`src/rtl/game_pkg.sv`:
```
// Shared types and grid constants for the alien hit detector slice.
package game_pkg;

   localparam int NUM_ROWS    = 2;
   localparam int NUM_COLUMNS = 4;
   localparam int NUM_ALIENS  = NUM_ROWS * NUM_COLUMNS;
   localparam int BASE_POINTS = 10;
   localparam int SCORE_WIDTH = 16;

   typedef enum logic [1:0] {
      SCAN       = 2'd0,
      COMMIT     = 2'd1,
      WAIT_CLEAR = 2'd2
   } hit_state_t;

endpackage

```
`src/rtl/alien_hit_detector_if.sv`:
```
// Scan-side inputs and formation/score outputs of the hit detector.
interface alien_hit_detector_if #(
   parameter int NUM_ROWS    = game_pkg::NUM_ROWS,
   parameter int NUM_COLUMNS = game_pkg::NUM_COLUMNS,
   parameter int SCORE_WIDTH = game_pkg::SCORE_WIDTH
);
   localparam int CNT_W = $clog2(NUM_ROWS * NUM_COLUMNS + 1);

   logic                                  scan_valid;
   logic                                  frame_end;
   logic                                  bullet_pixel;
   logic [NUM_ROWS-1:0][NUM_COLUMNS-1:0]  graphics_matrix;
   logic [NUM_ROWS-1:0][NUM_COLUMNS-1:0]  alive_matrix;
   logic                                  wave_ack;
   logic [NUM_ROWS-1:0][NUM_COLUMNS-1:0]  kill_matrix;
   logic                                  bullet_hit;
   logic [SCORE_WIDTH-1:0]                score;
   logic [CNT_W-1:0]                      aliens_remaining;
   logic                                  wave_cleared;

   modport master (
      output scan_valid, frame_end, bullet_pixel, graphics_matrix, alive_matrix, wave_ack,
      input  kill_matrix, bullet_hit, score, aliens_remaining, wave_cleared
   );

   modport slave (
      input  scan_valid, frame_end, bullet_pixel, graphics_matrix, alive_matrix, wave_ack,
      output kill_matrix, bullet_hit, score, aliens_remaining, wave_cleared
   );
endinterface

```
`src/rtl/alien_hit_detector_priority_onehot.sv`:
```
// Lowest-index one-hot pick over a flat alien vector, plus the row of the pick.
module priority_onehot #(
   parameter int WIDTH = 8,
   parameter int COLS  = 4,
   parameter int ROW_W = 1
) (
   input  logic [WIDTH-1:0] vec_i,
   output logic [WIDTH-1:0] onehot_o,
   output logic [ROW_W-1:0] row_o,
   output logic             any_o
);
   logic found;

   always_comb begin
      onehot_o = '0;
      row_o    = '0;
      found    = 1'b0;
      for (int i = 0; i < WIDTH; i++) begin
         if (vec_i[i] && !found) begin
            onehot_o[i] = 1'b1;
            row_o       = ROW_W'(i / COLS);
            found       = 1'b1;
         end
      end
      any_o = found;
   end
endmodule

```
`src/rtl/alien_hit_detector.sv`:
```
// Latches the first bullet/alien overlap of a frame and commits it at frame end
// as a one-cycle kill, a saturating score update and a wave-cleared check.
module alien_hit_detector #(
   parameter int NUM_ROWS    = game_pkg::NUM_ROWS,
   parameter int NUM_COLUMNS = game_pkg::NUM_COLUMNS,
   parameter int BASE_POINTS = game_pkg::BASE_POINTS,
   parameter int SCORE_WIDTH = game_pkg::SCORE_WIDTH
) (
   input  logic                 clk,
   input  logic                 rst,
   alien_hit_detector_if.slave  bus
);
   import game_pkg::*;

   localparam int N     = NUM_ROWS * NUM_COLUMNS;
   localparam int ROW_W = (NUM_ROWS > 1) ? $clog2(NUM_ROWS) : 1;
   localparam int CNT_W = $clog2(N + 1);

   hit_state_t             state_q;
   logic                   latch_vld_q;
   logic [N-1:0]           latch_oh_q;
   logic [ROW_W-1:0]       latch_row_q;
   logic [SCORE_WIDTH-1:0] score_q;
   logic [SCORE_WIDTH-1:0] score_d;
   logic [CNT_W-1:0]       remaining_q;
   logic [CNT_W-1:0]       remaining_d;
   logic                   wave_cleared_q;

   logic [N-1:0]           graphics;
   logic [N-1:0]           alive;
   logic [N-1:0]           cand;
   logic [N-1:0]           pick_oh;
   logic [ROW_W-1:0]       pick_row;
   logic                   pick_any;
   logic [N-1:0]           kill_d;
   logic [SCORE_WIDTH-1:0] points;
   logic [SCORE_WIDTH:0]   sum;

   assign graphics = bus.graphics_matrix;
   assign alive    = bus.alive_matrix;
   assign cand     = graphics & alive & {N{bus.bullet_pixel & bus.scan_valid}};

   priority_onehot #(
      .WIDTH (N),
      .COLS  (NUM_COLUMNS),
      .ROW_W (ROW_W)
   ) u_pick (
      .vec_i    (cand),
      .onehot_o (pick_oh),
      .row_o    (pick_row),
      .any_o    (pick_any)
   );

   // Masked by the live alive bits so an alien killed elsewhere since latching is not re-killed.
   assign kill_d = (state_q == COMMIT && !rst) ? (latch_oh_q & alive) : '0;

   assign points  = SCORE_WIDTH'(BASE_POINTS * (NUM_ROWS - int'(latch_row_q)));
   assign sum     = {1'b0, score_q} + {1'b0, points};
   assign score_d = sum[SCORE_WIDTH] ? '1 : sum[SCORE_WIDTH-1:0];

   always_comb begin
      remaining_d = '0;
      for (int i = 0; i < N; i++) begin
         remaining_d = remaining_d + CNT_W'(alive[i]);
      end
   end

   always_ff @(posedge clk) begin
      if (rst) begin
         state_q        <= SCAN;
         latch_vld_q    <= 1'b0;
         latch_oh_q     <= '0;
         latch_row_q    <= '0;
         score_q        <= '0;
         remaining_q    <= CNT_W'(N);
         wave_cleared_q <= 1'b0;
      end else begin
         if (bus.wave_ack) begin
            wave_cleared_q <= 1'b0;
         end
         case (state_q)
            SCAN: begin
               remaining_q <= remaining_d;
               if (!latch_vld_q && pick_any) begin
                  latch_vld_q <= 1'b1;
                  latch_oh_q  <= pick_oh;
                  latch_row_q <= pick_row;
               end
               if (bus.frame_end && (latch_vld_q || pick_any)) begin
                  state_q <= COMMIT;
               end
            end
            COMMIT: begin
               if (|kill_d) begin
                  score_q <= score_d;
               end
               latch_vld_q <= 1'b0;
               state_q     <= WAIT_CLEAR;
            end
            WAIT_CLEAR: begin
               // Formation applied the kill on the previous edge, so alive is current here.
               remaining_q <= remaining_d;
               if (remaining_d == '0) begin
                  wave_cleared_q <= 1'b1;
               end
               state_q <= SCAN;
            end
            default: begin
               state_q <= SCAN;
            end
         endcase
      end
   end

   assign bus.kill_matrix      = kill_d;
   assign bus.bullet_hit       = |kill_d;
   assign bus.score            = score_q;
   assign bus.aliens_remaining = remaining_q;
   assign bus.wave_cleared     = wave_cleared_q;
endmodule

```
`src/flat_wrapper.sv`:
```
// flat-port wrapper written by rule: the top's interface ports become plain ports
module alien_hit_detector_flat import game_pkg::*;
#(
   parameter int NUM_ROWS    = game_pkg::NUM_ROWS,
   parameter int NUM_COLUMNS = game_pkg::NUM_COLUMNS,
   parameter int BASE_POINTS = game_pkg::BASE_POINTS,
   parameter int SCORE_WIDTH = game_pkg::SCORE_WIDTH
)
  (clk, rst, bus_scan_valid, bus_frame_end, bus_bullet_pixel, bus_graphics_matrix, bus_alive_matrix, bus_wave_ack, bus_kill_matrix, bus_bullet_hit, bus_score, bus_aliens_remaining, bus_wave_cleared);
  alien_hit_detector_if #(.NUM_ROWS(NUM_ROWS), .NUM_COLUMNS(NUM_COLUMNS), .SCORE_WIDTH(SCORE_WIDTH)) bus_i ();
  input  logic clk;
  input  logic rst;
  input wire logic [$bits(bus_i.scan_valid)-1:0] bus_scan_valid;
  input wire logic [$bits(bus_i.frame_end)-1:0] bus_frame_end;
  input wire logic [$bits(bus_i.bullet_pixel)-1:0] bus_bullet_pixel;
  input wire logic [$bits(bus_i.graphics_matrix)-1:0] bus_graphics_matrix;
  input wire logic [$bits(bus_i.alive_matrix)-1:0] bus_alive_matrix;
  input wire logic [$bits(bus_i.wave_ack)-1:0] bus_wave_ack;
  output wire logic [$bits(bus_i.kill_matrix)-1:0] bus_kill_matrix;
  output wire logic [$bits(bus_i.bullet_hit)-1:0] bus_bullet_hit;
  output wire logic [$bits(bus_i.score)-1:0] bus_score;
  output wire logic [$bits(bus_i.aliens_remaining)-1:0] bus_aliens_remaining;
  output wire logic [$bits(bus_i.wave_cleared)-1:0] bus_wave_cleared;
  assign bus_i.scan_valid = bus_scan_valid;
  assign bus_i.frame_end = bus_frame_end;
  assign bus_i.bullet_pixel = bus_bullet_pixel;
  assign bus_i.graphics_matrix = bus_graphics_matrix;
  assign bus_i.alive_matrix = bus_alive_matrix;
  assign bus_i.wave_ack = bus_wave_ack;
  assign bus_kill_matrix = bus_i.kill_matrix;
  assign bus_bullet_hit = bus_i.bullet_hit;
  assign bus_score = bus_i.score;
  assign bus_aliens_remaining = bus_i.aliens_remaining;
  assign bus_wave_cleared = bus_i.wave_cleared;
  alien_hit_detector #(.NUM_ROWS(NUM_ROWS), .NUM_COLUMNS(NUM_COLUMNS), .BASE_POINTS(BASE_POINTS), .SCORE_WIDTH(SCORE_WIDTH)) u_core (.clk(clk), .rst(rst), .bus(bus_i));
endmodule
```
`config.mk`:
```
export PLATFORM = sky130hd
export DESIGN_NAME = alien_hit_detector_flat
export DESIGN_NICKNAME = d
export VERILOG_FILES = /design/src/rtl/game_pkg.sv /design/src/rtl/alien_hit_detector_if.sv /design/src/rtl/alien_hit_detector_priority_onehot.sv /design/src/rtl/alien_hit_detector.sv /design/src/flat_wrapper.sv
export SDC_FILE = /design/constraint.sdc
export NUM_CORES = 1
export LEC_CHECK = 0
export CAP_MARGIN = 5
export CORE_AREA = 2 2 66 68
export DETAILED_ROUTE_END_ITERATION = 6
export DIE_AREA = 0 0 68 70
export PLACE_DENSITY = 0.78
export SYNTH_ARGS = -nofsm -noshare
export SYNTH_HDL_FRONTEND = slang
export SYNTH_SLANG_ARGS = --single-unit
```
`constraint.sdc`:
```
create_clock -name clk -period 3.6 [get_ports clk]
set_input_delay 0.54 -clock clk [delete_from_list [all_inputs] [get_ports clk]]
set_output_delay 0.54 -clock clk [all_outputs]
set_load 0.03 [all_outputs]
```
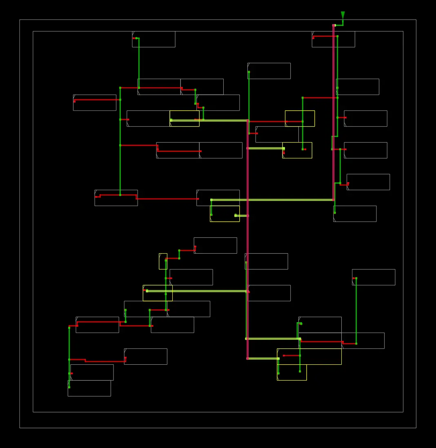
run_1/clock_nets.png
CTS sink cnt: 33
clock skew: 0.00708 ns
CLK BUF: 7

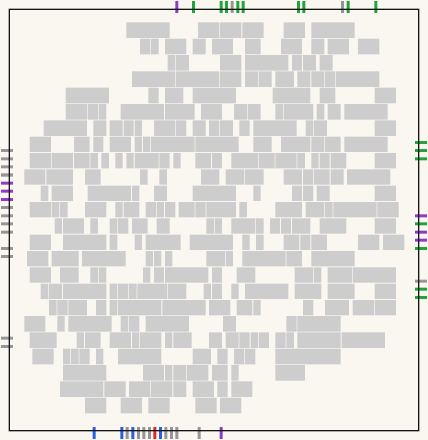
run_1/pinout.png
(6 px per um) Pins as bars across the die edge, other pins in gray.
bus_score: drawn in green, pins 16, direction output, edge 9 north, 7 east. bus_aliens_remaining: drawn in blue, pins 4, direction output, edge south. bus_kill_matrix: drawn in purple, pins 8, direction output, edge 3 west, 3 east, 1 north, 1 south. bus_scan_valid: drawn in red, pins 1, direction input, edge south.
All pins by edge: 15 west, 14 south, 12 north, 11 east.

==> metrics.yaml, run 1 <==
status: "finished, final reports clean"
nonClkBufAreaFrac: 0.213
clk_latency_ns: 0.29
hold_violations: 0
r2r_cells: 7
period_minus_slack_ns: 3.35
clk_pin_slew_ns: 0.07
tightest_slew_ns: 0.693
largest_reg_flops: 16
rrSetupSlack_ns: 1.54
top_logic_kind: "simple AND/OR/NAND/NOR gates"
num_vias: 1817
setup_viol: 0
clock_tree_area_fraction: 0.0451
max_stage_delay_ns: 0.54
cp_top_family: "adder cells"
ir_drop_uv: 220
yosysTopAreaCell: "dfxtp_1"
antenna_left: 0
routed_via_density: 5.42
drt_iter0_drc: 96
endpoint_kind: "register"
grt.total_usage: 0.211
comb_share: 0.435
crit_chain: "clkdlybuf4s50_1 -> ha_1 -> inv_1 -> fa_1 -> fa_1 -> fa_1 -> fa_1 -> nand2_1 -> nor3_1 -> a32oi_1 -> nor2_1"
top_cell_area_share: 0.348
slew_headroom: 0.535
combPwrFrac: 0.197
synth.avg_cell_area_sq_um: 8.36
rows: 24
tns_ns: 0
ys_seq_frac: 0.348
use_met2: 0.326
holdBufCountCts: 0
hold_start: "u_core.bus.score[0]"
min_path_cells: 2
hp-class: "register to register"
drv_cap: 0
swShare: 0.263
finalMaxSlewViolations: 0
top_cell: "dfxtp_1"
critPathLaunchType: "input pin"
seq_area_frac: 0.256
top_usage_layer: "met2"
mux_share: 0
synth-compound-area-share: 0.230
finalNonFillerCells: 335
wl_met2_mm: 2.16
ys.flops: 33
place_area_sq_um: 2460
biggestCellCategory: "combinational gates"
nFillCells: 399
post_cts_buffers: 0
logic_area_sq_um: 1120
fp.dieW_um: 68
path_buffers: 2
top_layer_used: "met4"
p_clk_mw: 0.361
nMultiInputCombCells: 168
edf_count: 0
criticalPathCategory: "input pin to register"
dr.pass1.iters: 4
topCellsByArea: "dfxtp_1, fa_1, nand2_1, a21oi_1, ha_1"
antenna_found_initial: 0
grt_remaining_overflow: 0
stdcell_area_sq_um: 2580
comb-power_mw: 0.184
ys_cells: 227
post_drt_wl_per_cell_um: 13.4
n_all_buffers: 56
grt_setup_unrepaired: "no"
drc: 0
post-route-period-util: 0.932
fmax_mhz: 298
seq_cells: 33
yosys_warnings: 0
flop_cell: "dfxtp_1"
layout.area.seq_sq_um: 661
rr_startpoint: "u_core.bus.score[1]"
yosys-stat-area_sq_um: 1900
synth_async_sr_flop_share: 0
grt_max_degree: 27
r2r_end: "u_core.bus.score[11]"
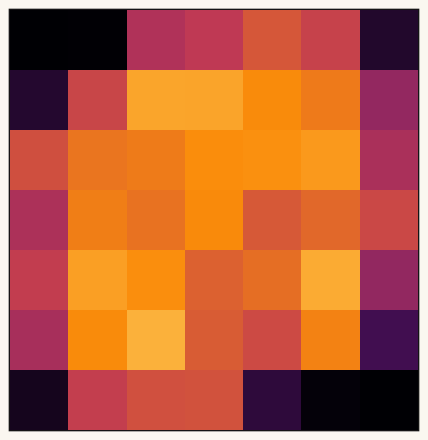
run_1/util_map.png
(6 px per um) 7 x 7 tiles, from black (low) to pale yellow (high), 0 to 100% covered.
The mean over all tiles is 53%. The fullest tile reaches 83%. 18% of the tiles are over 75% full. 8.2% of the tiles are nearly empty.
Util after Layout: 0.622
Core ar.: 4140 sq um
pre-placement core utilization: 0.458

==> inputs of run 2 (changes only) <==
- SKIP_CTS_REPAIR_TIMING: not set -> 1
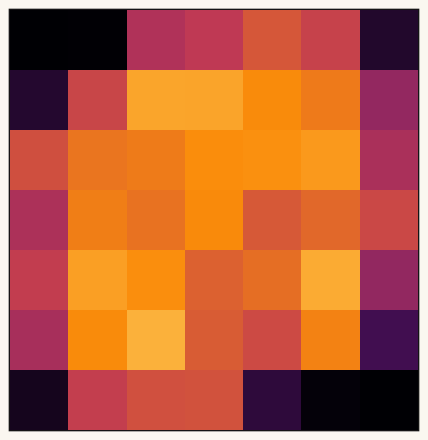
run_2/util_map.png
(6 px per um) 7 x 7 tiles, from black (low) to pale yellow (high), 0 to 100% covered.
The fullest tile reaches 83%. The mean over all tiles is 53%. 18% of the tiles are over 75% full. 8.2% of the tiles are nearly empty.

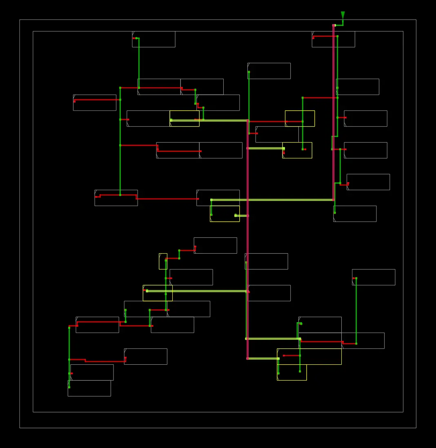
run_2/clock_nets.png
clk_lat worst skew: 0.29 ns
Flops: 33
total CTS buffers: 5
P_clk: 0.361 mW

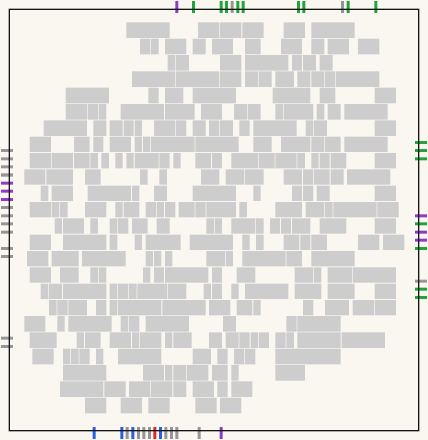
run_2/pinout.png
(6 px per um) Pins as bars across the die edge, other pins in gray.
bus_kill_matrix: drawn in purple, pins 8, direction output, edge 3 west, 3 east, 1 north, 1 south. bus_score: drawn in green, pins 16, direction output, edge 9 north, 7 east. bus_scan_valid: drawn in red, pins 1, direction input, edge south. bus_aliens_remaining: drawn in blue, pins 4, direction output, edge south.

==> metrics.yaml, run 2 <==
status: "finished, final reports clean"  # unchanged
yosys-stat-area_sq_um: 1900  # unchanged
min_path_cells: 2  # unchanged
ys_cells: 227  # unchanged
tns_ns: 0  # unchanged
nFillCells: 399  # unchanged
yosysTopAreaCell: "dfxtp_1"  # unchanged
flop_cell: "dfxtp_1"  # unchanged
grt_setup_unrepaired: "no"  # unchanged
fmax_mhz: 298  # unchanged
setup_viol: 0  # unchanged
top_usage_layer: "met2"  # unchanged
drt_iter0_drc: 96  # unchanged
clock_tree_area_fraction: 0.0451  # unchanged
seq_area_frac: 0.256  # unchanged
rows: 24  # unchanged
routed_via_density: 5.42  # unchanged
finalClockSkew_ns: 0.00708  # unchanged
r2r_cells: 7  # unchanged
combPwrFrac: 0.197  # about the same
yosys_warnings: 0  # unchanged
synth_async_sr_flop_share: 0  # unchanged
critPathLaunchType: "input pin"  # unchanged
wl_met2_mm: 2.16  # unchanged
hp-class: "register to register"  # unchanged
use_met2: 0.326  # unchanged
hold_violations: 0  # unchanged
antenna_found_initial: 0  # unchanged
post_drt_wl_per_cell_um: 13.4  # unchanged
endpoint_kind: "register"  # unchanged
drc: 0  # unchanged
period_minus_slack_ns: 3.35  # unchanged
topCellsByArea: "dfxtp_1, fa_1, nand2_1, a21oi_1, ha_1"  # unchanged
nonClkBufAreaFrac: 0.213  # unchanged
num_vias: 1817  # unchanged
drv_cap: 0  # unchanged
top_layer_used: "met4"  # unchanged
largest_reg_flops: 16  # unchanged
rrSetupSlack_ns: 1.54  # about the same
biggestCellCategory: "combinational gates"  # unchanged
finalMaxSlewViolations: 0  # unchanged
path_buffers: 2  # unchanged
grt.total_usage: 0.211  # unchanged
finalNonFillerCells: 335  # unchanged
top_cell_area_share: 0.348  # unchanged
grt_max_degree: 27  # unchanged
hold_start: "u_core.bus.score[0]"  # unchanged
cts_sinks: 33  # unchanged
clockBufferCount: 7  # unchanged
cp_top_family: "adder cells"  # unchanged
ys.flops: 33  # unchanged
n_all_buffers: 56  # unchanged
comb_share: 0.435  # unchanged
clk_pin_slew_ns: 0.07  # about the same
synth-compound-area-share: 0.230  # unchanged
ir_drop_uv: 220  # unchanged
tightest_slew_ns: 0.693  # unchanged
logic_area_sq_um: 1120  # unchanged
stdcell_area_sq_um: 2580  # unchanged
top_cell: "dfxtp_1"  # unchanged
antenna_left: 0  # unchanged
floorplan.core_util: 0.458  # unchanged
comb-power_mw: 0.184  # about the same
place_area_sq_um: 2460  # unchanged
dr.pass1.iters: 4  # unchanged
top_logic_kind: "simple AND/OR/NAND/NOR gates"  # unchanged
coreArea_sq_um: 4140  # unchanged
crit_chain: "clkdlybuf4s50_1 -> ha_1 -> inv_1 -> fa_1 -> fa_1 -> fa_1 -> fa_1 -> nand2_1 -> nor3_1 -> a32oi_1 -> nor2_1"  # unchanged
post-route-period-util: 0.932  # unchanged
fp.dieW_um: 68  # unchanged
Power figures rest on the tool's default switching activity, not on a simulated workload.
